<file path="config.mk">
export PLATFORM = sky130hd
export DESIGN_NAME = fetch_stage
export DESIGN_NICKNAME = d
export VERILOG_FILES = /design/src/rtl/fetch_pkg.sv /design/src/rtl/fetch_ifid_reg.sv /design/src/rtl/fetch_stage.sv
export SDC_FILE = /design/constraint.sdc
export NUM_CORES = 1
export LEC_CHECK = 0
export CAP_MARGIN = 5
export CORE_ASPECT_RATIO = 0.9
export CORE_MARGIN = 5
export CORE_UTILIZATION = 44
export CTS_BUF_LIST = sky130_fd_sc_hd__clkbuf_8
export DETAILED_ROUTE_END_ITERATION = 12
export PLACE_DENSITY_LB_ADDON = 0.3
export RECOVER_POWER = 100
export SLEW_MARGIN = 20
export SYNTH_ARGS = -nofsm -noshare
export SYNTH_HDL_FRONTEND = slang
export SYNTH_SLANG_ARGS = --single-unit
export TNS_END_PERCENT = 30
</file>
<file path="constraint.sdc">
create_clock -name clk -period 2 [get_ports clk]
set_input_delay 0.4 -clock clk [delete_from_list [all_inputs] [get_ports clk]]
set_output_delay 0.4 -clock clk [all_outputs]
set_load 0.02 [all_outputs]
</file>
<file path="src/rtl/fetch_pkg.sv">
// Shared fetch-stage types and encodings: FSM states, HLT opcode, default bubble word.
// No logic; imported by the fetch stage and its IF/ID register.
package fetch_pkg;

    typedef enum logic [1:0] {
        ST_RUN        = 2'd0,
        ST_WAIT_REDIR = 2'd1,
        ST_HALT       = 2'd2
    } fetch_state_t;

    localparam logic [3:0]  HLT_OPCODE  = 4'hF;
    localparam logic [15:0] NOP_DEFAULT = 16'h0000;

    function automatic logic is_hlt(input logic [3:0] opcode);
        return opcode == HLT_OPCODE;
    endfunction

endpackage

</file>
<file path="src/rtl/fetch_ifid_reg.sv">
// IF/ID pipeline register; one cycle from load inputs to outputs.
// flush beats hold beats load; with none asserted the contents are kept.
module fetch_ifid_reg
    import fetch_pkg::*;
#(
    parameter logic [15:0] NOP_INSTR = NOP_DEFAULT
) (
    input  logic        clk,
    input  logic        rst,
    input  logic        load,
    input  logic        flush,
    input  logic        hold,
    input  logic [15:0] load_instr,
    input  logic [15:0] load_pc_plus2,
    output logic [15:0] instr,
    output logic [15:0] pc_plus2,
    output logic        valid
);

    always_ff @(posedge clk or posedge rst) begin
        if (rst) begin
            instr    <= NOP_INSTR;
            pc_plus2 <= 16'h0000;
            valid    <= 1'b0;
        end else if (flush) begin
            instr    <= NOP_INSTR;
            valid    <= 1'b0;
        end else if (hold) begin
            instr    <= instr;
        end else if (load) begin
            instr    <= load_instr;
            pc_plus2 <= load_pc_plus2;
            valid    <= 1'b1;
        end
    end

endmodule

</file>
<file path="src/rtl/fetch_stage.sv">
// Instruction fetch: PC, redirect/halt FSM and IF/ID register; hits reach IF/ID next edge.
// I-cache miss or decode stall holds the PC; icache_addr never moves while a miss is in flight.
module fetch_stage
    import fetch_pkg::*;
#(
    parameter logic [15:0] RESET_PC  = 16'h0000,
    parameter logic [15:0] NOP_INSTR = NOP_DEFAULT
) (
    input  logic        clk,
    input  logic        rst,
    output logic [15:0] icache_addr,
    output logic        icache_enable,
    input  logic [15:0] icache_data,
    input  logic        icache_stall,
    input  logic        stall_id,
    input  logic        redirect,
    input  logic [15:0] redirect_pc,
    output logic [15:0] ifid_instr,
    output logic [15:0] ifid_pc_plus2,
    output logic        ifid_valid,
    output logic        halted
);

    fetch_state_t state;
    logic [15:0]  pc;
    logic [15:0]  pending;
    logic [15:0]  pc_plus2;
    logic [15:0]  target;
    logic         ifid_load;
    logic         ifid_flush;
    logic         ifid_hold;

    assign pc_plus2      = pc + 16'd2;
    assign target        = redirect_pc & 16'hFFFE;
    assign icache_addr   = pc;
    assign icache_enable = (state != ST_HALT);
    assign halted        = (state == ST_HALT);

    always_comb begin
        ifid_load  = 1'b0;
        ifid_flush = 1'b0;
        ifid_hold  = 1'b0;
        if (redirect)
            ifid_flush = 1'b1;
        else if (stall_id)
            ifid_hold = 1'b1;
        else if (state == ST_RUN && !icache_stall)
            ifid_load = 1'b1;
        else
            ifid_flush = 1'b1;
    end

    // A redirect during a miss parks the target so the fill address stays stable.
    always_ff @(posedge clk or posedge rst) begin
        if (rst) begin
            state   <= ST_RUN;
            pc      <= RESET_PC;
            pending <= 16'h0000;
        end else if (redirect) begin
            if (!icache_stall) begin
                pc    <= target;
                state <= ST_RUN;
            end else begin
                pending <= target;
                state   <= ST_WAIT_REDIR;
            end
        end else if (!stall_id) begin
            case (state)
                ST_RUN: begin
                    if (!icache_stall) begin
                        if (is_hlt(icache_data[15:12]))
                            state <= ST_HALT;
                        else
                            pc <= pc_plus2;
                    end
                end
                ST_WAIT_REDIR: begin
                    if (!icache_stall) begin
                        pc    <= pending;
                        state <= ST_RUN;
                    end
                end
                default: ;
            endcase
        end
    end

    fetch_ifid_reg #(
        .NOP_INSTR (NOP_INSTR)
    ) u_ifid (
        .clk           (clk),
        .rst           (rst),
        .load          (ifid_load),
        .flush         (ifid_flush),
        .hold          (ifid_hold),
        .load_instr    (icache_data),
        .load_pc_plus2 (pc_plus2),
        .instr         (ifid_instr),
        .pc_plus2      (ifid_pc_plus2),
        .valid         (ifid_valid)
    );

endmodule

</file>
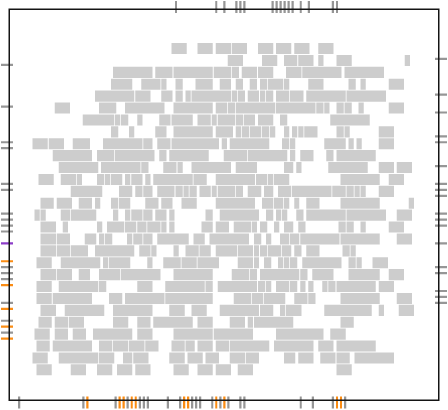
io_placement.png
Pins as bars across the die edge, other pins in gray.
Key: stall_id = purple [pins 1, direction input, edge left]; icache_data = orange [pins 16, direction input, edge 11 bottom, 5 left]

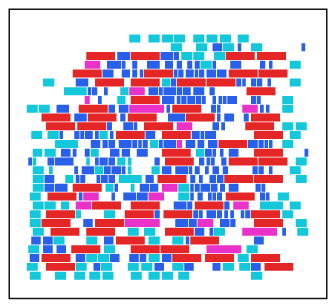
placement_by_type.png
Key: clock drivers and dummy loads = magenta [cells 16]; combinational and other logic = blue [cells 214]; other buffers and delay cells = cyan [cells 107]; flops = red [cells 64]
final cell utilization of the core: 0.656
Seq/total area: 0.367
final instance area: 0.00437 mm2
# rows: 28

==> impl_metrics.csv <==
group,metric,value,unit
final_timing,timing.final.ws_setup,0.0717,ns
worst_setup_path,critical_path_sink_type,"flip-flop",
clock_network,postCtsSetupBuffers,0,
logic_synthesis,yosysMostFrequentCell,"sky130_fd_sc_hd__dfrtp_1",
worst_hold_path,min_path_cells,1,
layout,multi_input_logic_area,0.00133,mm2
routing,maxUsedRoutingLayer,"met4",
clock_network,cts_max_level,3,
routing,drcViolationCount,0,
floorplan,floorplan.initialDensity,0.459,
layout,mostFrequentLayoutCell,"sky130_fd_sc_hd__dfrtp_1",
logic_synthesis,synth_simple_gate_area_share,0.130,
worst_setup_path,reg2reg_slack,0.16,ns
clock_network,cts.sinks,64,
logic_synthesis,synth_async_sr_flop_share,1.00,
clock_network,ctsLongestPathBuffers,2,
worst_setup_path,slowest_stage,"sky130_fd_sc_hd__clkbuf_1",
worst_setup_path,cp-startpoint,"redirect",
placement,cell_count_after_placement,475,
pwr,pwr-share-seq,0.392,
layout,seq_cell_count,64,
worst_setup_path,path_class,"in -> reg",
run_status,outcome,"completed",
placement,numPortBuffers,84,
global_routing,wire_length_of_the_first_global_routing_pass,13000,um
routing,routed_met3_length,521,um
job,maxCapViolCount,0,
clock_network,clk_transition_reported_paths,0.06,ns
worst_setup_path,critical_path_depth,6,
routing,detailroute.wirelength.met2,3680,um
global_routing,globalRoute.totalOverflow,0,
clock_network,cts_tree,"built",
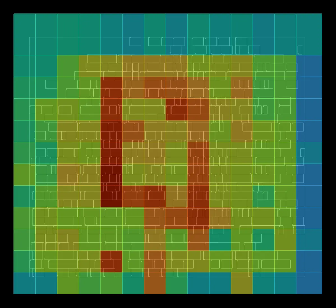
congestion.png
met1 track utilization from global routing: 0.240
GR met2 Demand/Resource: 0.316
GR peak layer: met2
wire length per cell after detailed routing: 15.5 um
global-route usage over all layers: 0.190

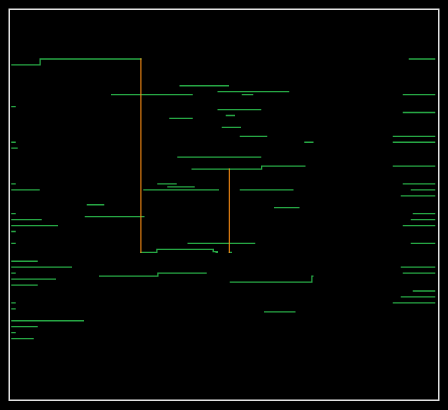
wires.png
Only two layers are drawn.
Key: metal 4 = orange [wire length 63.2 um]; metal 3 = green [wire length 521 um]
final wirelength: 7630 um
Vias: 2631

-- flip-flops by register name, indices dropped and copies added (netlist names) --
register	count
icache_addr	15
pending	15
state	2
u_ifid.instr	16
u_ifid.pc_plus2	15
u_ifid.valid	1
-- power groups by stage --
| stage | sequential [mW] | combinational [mW] | clock (mW) |
|---|---|---|---|
| 6_report | 1.67 | 1.14 | 1.46 |
| 5_1_grt | 1.71 | 1.24 | 1.54 |
| 4_1_cts | 1.68 | 1.22 | 1.48 |
| 3_5_place_dp | 1.70 | 1.21 | 0 |
| 3_3_place_gp | 1.69 | 1.19 | 0 |
| 2_1_floorplan | 1.88 | 0.436 | 0 |
Power and IR drop assume default switching activity.
